===== config.mk =====
export PLATFORM = sky130hd
export DESIGN_NAME = sseg_scan_driver
export DESIGN_NICKNAME = d
export VERILOG_FILES = /design/src/rtl/sseg_pkg.sv /design/src/rtl/sseg_hex_decode.sv /design/src/rtl/sseg_scan_driver.sv
export SDC_FILE = /design/constraint.sdc
export NUM_CORES = 1
export LEC_CHECK = 0
export ABC_CLOCK_PERIOD_IN_PS = 6950
export CORE_MARGIN = 8
export CORE_UTILIZATION = 30
export CTS_CLUSTER_SIZE = 25
export DETAILED_ROUTE_END_ITERATION = 8
export PLACE_DENSITY = 0.47
export SETUP_SLACK_MARGIN = 0.2
export SLEW_MARGIN = 15
export SYNTH_ARGS = -nofsm -noshare
export SYNTH_HDL_FRONTEND = slang
export SYNTH_SLANG_ARGS = --single-unit

===== constraint.sdc =====
create_clock -name CLK -period 6.95 [get_ports CLK]
set_clock_uncertainty 0.2 [all_clocks]
set_input_delay 1.39 -clock CLK [delete_from_list [all_inputs] [get_ports CLK]]
set_output_delay 1.39 -clock CLK [all_outputs]
set_load 0.03 [all_outputs]

===== src/rtl/sseg_pkg.sv =====
// sseg_pkg: shared definitions for the seven-segment scan driver.
//   state_t   - per-slot scan phase (blanking guard, then digit drive)
//   SEG_TABLE - active-low {g,f,e,d,c,b,a} pattern for each hex digit
//   SEG_BLANK - cathode pattern with every segment and the point dark
//   AN_OFF    - anode pattern with every digit deselected
package sseg_pkg;

  typedef enum logic {
    ST_GUARD = 1'b0,
    ST_DRIVE = 1'b1
  } state_t;

  localparam logic [7:0] SEG_BLANK = 8'hFF;
  localparam logic [3:0] AN_OFF    = 4'hF;

  // Entry n is the pattern for hex digit n (the list runs from F down to 0).
  localparam logic [15:0][6:0] SEG_TABLE = {
    7'h0E, 7'h06, 7'h21, 7'h46, 7'h03, 7'h08, 7'h10, 7'h00,
    7'h78, 7'h02, 7'h12, 7'h19, 7'h30, 7'h24, 7'h79, 7'h40
  };

endpackage


===== src/rtl/sseg_hex_decode.sv =====
// sseg_hex_decode: combinational hex-nibble to seven-segment decoder.
//   nibble - hex digit to show
//   segs   - active-low cathodes {g,f,e,d,c,b,a}
module sseg_hex_decode
  import sseg_pkg::*;
(
  input  logic [3:0] nibble,
  output logic [6:0] segs
);

  assign segs = SEG_TABLE[nibble];

endmodule


===== src/rtl/sseg_scan_driver.sv =====
// sseg_scan_driver: four-digit multiplexed seven-segment display controller.
// Each digit gets a slot of CLK_DIV cycles: GUARD cycles with every anode off
// (so the previous digit's cathodes never ghost onto the next one), then the
// digit is driven for the remainder of the slot.
//   CLK     - system clock
//   RESET   - synchronous, active-high reset
//   WR      - one-cycle load strobe for DATA_IN / DP_IN
//   DATA_IN - four hex nibbles, nibble n shown on digit n (digit 0 rightmost)
//   DP_IN   - decimal-point mask, bit n lights the point of digit n
//   EN      - display enable level; low darkens the display, scan keeps running
//   SEGS    - active-low cathodes, [7] = DP, [6:0] = {g,f,e,d,c,b,a}
//   AN      - active-low anodes, AN[n] selects digit n
module sseg_scan_driver
  import sseg_pkg::*;
#(
  parameter int CLK_DIV  = 50000,
  parameter int GUARD    = 16,
  parameter bit BLANK_LZ = 1'b1
) (
  input  logic        CLK,
  input  logic        RESET,
  input  logic        WR,
  input  logic [15:0] DATA_IN,
  input  logic [3:0]  DP_IN,
  input  logic        EN,
  output logic [7:0]  SEGS,
  output logic [3:0]  AN
);

  localparam int CW = (CLK_DIV > 1) ? $clog2(CLK_DIV) : 1;

  logic [CW-1:0] slot_cnt;
  logic [1:0]    idx;
  state_t        state;
  logic [15:0]   value;
  logic [3:0]    dp;

  logic [3:0]    nibble;
  logic [6:0]    seg_code;
  logic          blank;
  logic          slot_end;

  assign nibble   = value[{idx, 2'b00} +: 4];
  assign slot_end = (slot_cnt == CW'(CLK_DIV - 1));

  sseg_hex_decode u_decode (
    .nibble (nibble),
    .segs   (seg_code)
  );

  // A digit is a leading zero when it and every more significant nibble are
  // zero; digit 0 is always shown so a zero value still displays "0".
  // NOTE: every signal assigned in always_comb gets a default first, so no
  // path through the block can leave it unassigned and infer a latch.
  always_comb begin
    blank = 1'b0;
    if (BLANK_LZ) begin
      case (idx)
        2'd3:    blank = (value[15:12] == 4'h0);
        2'd2:    blank = (value[15:8]  == 8'h00);
        2'd1:    blank = (value[15:4]  == 12'h000);
        default: blank = 1'b0;
      endcase
    end
  end

  // NOTE: sequential state uses non-blocking assignments so every register
  // samples the pre-edge values of the others, independent of statement order.
  always_ff @(posedge CLK) begin
    if (RESET) begin
      slot_cnt <= '0;
      idx      <= 2'd0;
      state    <= ST_GUARD;
      value    <= 16'h0000;
      dp       <= 4'h0;
      SEGS     <= SEG_BLANK;
      AN       <= AN_OFF;
    end else begin
      if (WR) begin
        value <= DATA_IN;
        dp    <= DP_IN;
      end

      // The slot timebase free-runs regardless of EN so the scan schedule is
      // never shifted by disabling the display.
      if (slot_end) begin
        slot_cnt <= '0;
        idx      <= idx + 2'd1;
      end else begin
        slot_cnt <= slot_cnt + 1'b1;
      end

      case (state)
        ST_GUARD: if (slot_cnt == CW'(GUARD - 1)) state <= ST_DRIVE;
        ST_DRIVE: if (slot_end)                   state <= ST_GUARD;
      endcase

      // Outputs are registered from the current phase, so they trail the
      // counter by one cycle and can never overlap two digits.
      if (state == ST_DRIVE && EN && !blank) begin
        AN   <= ~(4'b0001 << idx);
        SEGS <= {~dp[idx], seg_code};
      end else begin
        AN   <= AN_OFF;
        SEGS <= SEG_BLANK;
      end
    end
  end

endmodule


**The clock network**

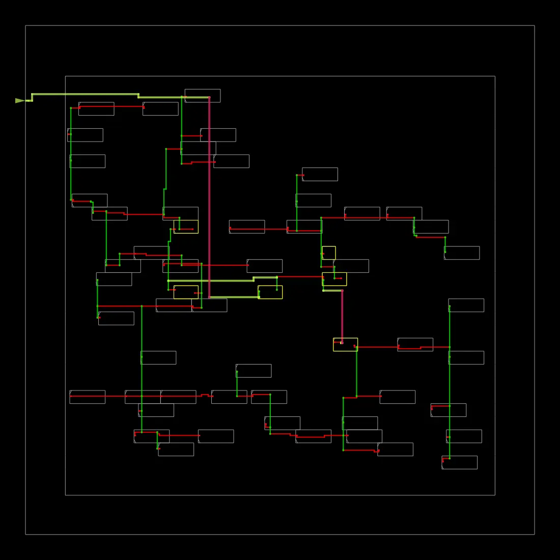
clock sink total: 51
insertion delay of the later-clocked pin in the worst-skew pair: 0.30 ns

**Wiring by layer**

Scale: 2 px per µm. Only two layers are drawn.
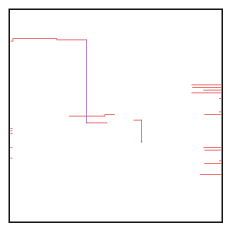
| color | layer | wire length |
|---|---|---|
| purple | M4 | 52.4 µm |
| red | M3 | 178 µm |

**I/O pins on the die edge**

Scale: 4 px per µm. Pins as bars across the die edge, other pins in gray.
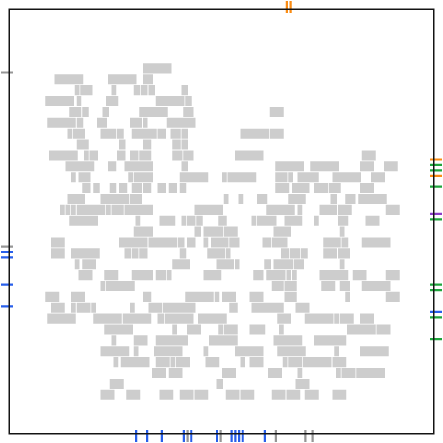
| color | port | pins | direction | edge |
|---|---|---|---|---|
| green | SEGS | 8 | output | right |
| purple | EN | 1 | input | right |
| blue | DATA_IN | 16 | input | 11 bottom, 4 left, 1 right |
| orange | AN | 4 | output | 2 right, 2 top |
all pins by edge: 16 bottom, 12 right, 6 left, 2 top

**Routed clock nets over the placement**

Scale: 4 px per µm.
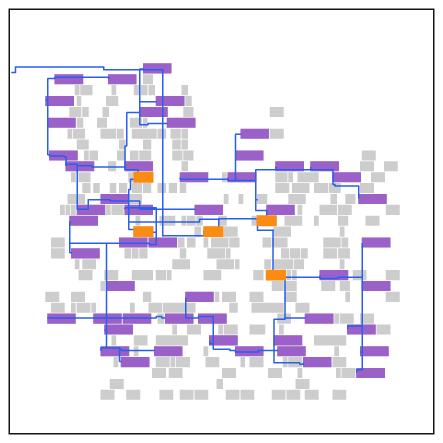
[orange] clock-net drivers | count: 5
[blue] clock wires | length: 664 µm
[purple] flip-flops | count: 51
routed clock nets: 6

**Gate families picked out**

Scale: 4 px per µm.
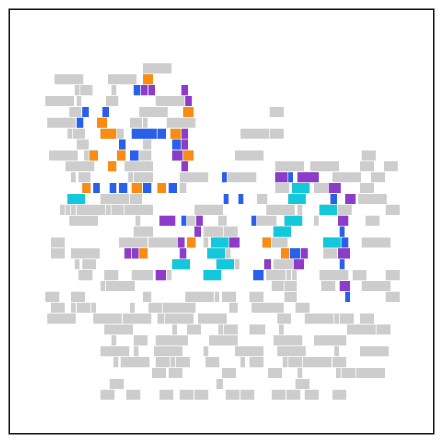
| color | family | cells |
|---|---|---|
| orange | and/or cells | 16 |
| cyan | fa/ha/maj cells | 12 |
| purple | aoi and oai cells | 27 |
| blue | nand cells | 27 |

==> results_tabular.tex <==
% Auto-generated results table
\begin{tabular}{lr}
\hline
Metric & Value \\
\hline
\multicolumn{2}{l}{\textbf{Final timing}} \\
Transition at the pin with the smallest max-transition slack & 0.921 ns \\
Final number of max-transition violations & 0 \\
Worst-case hold slack & 0.270 ns \\
Max transition margin & 38.4\% \\
Final worst setup slack & 3.65 ns \\
Hold violation count in the final report & 0 \\
\multicolumn{2}{l}{\textbf{Synth}} \\
Count of mapped cells out of synthesis & 243 \\
Most numerous cell types in the synthesized netlist & 51 x sky130\_fd\_sc\_hd\_\_dfxtp\_1, 35 x sky130\_fd\_sc\_hd\_\_nor2\_1, 27 x sky130\_fd\_sc\_hd\_\_mux2i\_1 \\
Syn\_nets & 279 \\
Largest type area fraction & 42.3\% \\
Number of enable flip-flop cells & 0 \\
Logic family by area & simple AND/OR/NAND/NOR gates \\
Compound-gate portion of the synthesized area & 8.24\% \\
Post-synthesis async set-or-reset flop share & 0\% \\
Basic-gate share of the synthesized area counting and, or, nand and nor cells & 18.2\% \\
Cell total in the yosys stat output & 243 \\
Total number of yosys warnings & 0 \\
Average size of a mapped cell & 9.94 µm² \\
FA/HA/MAJ Cells, Area Fraction & 6.22\% \\
Post-synthesis chip area from yosys & 0.00241 mm² \\
\multicolumn{2}{l}{\textbf{Power and ir drop}} \\
Sequential power & 307 µW \\
PD cells & 180 mW/mm² \\
Comb pwr & 53.5 µW \\
Share of power burned in registers & 59.0\% \\
P\_int & 396 µW \\
\multicolumn{2}{l}{\textbf{Placed design}} \\
Post-detailed-placement cell area & 0.00283 mm² \\
RePlAce Congestion & 0.724 \\
\multicolumn{2}{l}{\textbf{Worst setup path}} \\
Worst r2r src & idx[0]\$\_SDFFE\_PP0N\_ \\
Data arrival at the endpoint of the critical path & 3.25 ns \\
Worst-case reg-to-reg path depth & 6 \\
Cells along the critical path & clkdlybuf4s50\_1 -> nor2b\_1 -> o211a\_1 -> o311ai\_0 \\
\multicolumn{2}{l}{\textbf{GRT}} \\
Global-route wire length before repair & 8710 µm \\
Global-route total usage across every layer & 9.52\% \\
Vias in the first global route & 1718 \\
\multicolumn{2}{l}{\textbf{Final layout}} \\
Commonest Layout Cell & sky130\_fd\_sc\_hd\_\_dfxtp\_1 \\
Most numerous logic cells after layout & 51 x sky130\_fd\_sc\_hd\_\_dfxtp\_1, 35 x sky130\_fd\_sc\_hd\_\_nor2\_1, 34 x sky130\_fd\_sc\_hd\_\_clkdlybuf4s50\_1, 27 x sky130\_fd\_sc\_hd\_\_mux2i\_1, 12 x sky130\_fd\_sc\_hd\_\_ha\_1 \\
Non-clk invs & 6 \\
Storage element area & 0.00102 mm² \\
Diodes inserted & 0 \\
Signed area change from the synthesized netlist to the final layout & 20.0\% \\
Number of ordinary and repair buffers in the finished layout & 35 \\
Number of inserted filler cells in the final layout & 826 \\
Total Nets Final & 309 \\
\multicolumn{2}{l}{\textbf{Outcome}} \\
Run status & finished clean \\
\multicolumn{2}{l}{\textbf{Job}} \\
Maximum Capacitance Violations & 0 \\
\multicolumn{2}{l}{\textbf{CTS}} \\
Clock tree from TritonCTS & built \\
Maximum count of clock buffers along a single path & 2 \\
Hold-fix buffers, CTS & 0 \\
TritonCTS buffer count & 5 \\
\multicolumn{2}{l}{\textbf{Die}} \\
Core outline area & 0.00777 mm² \\
Boundary pin count & 36 \\
\hline
\end{tabular}
Power is estimated from default activity; no workload was simulated.
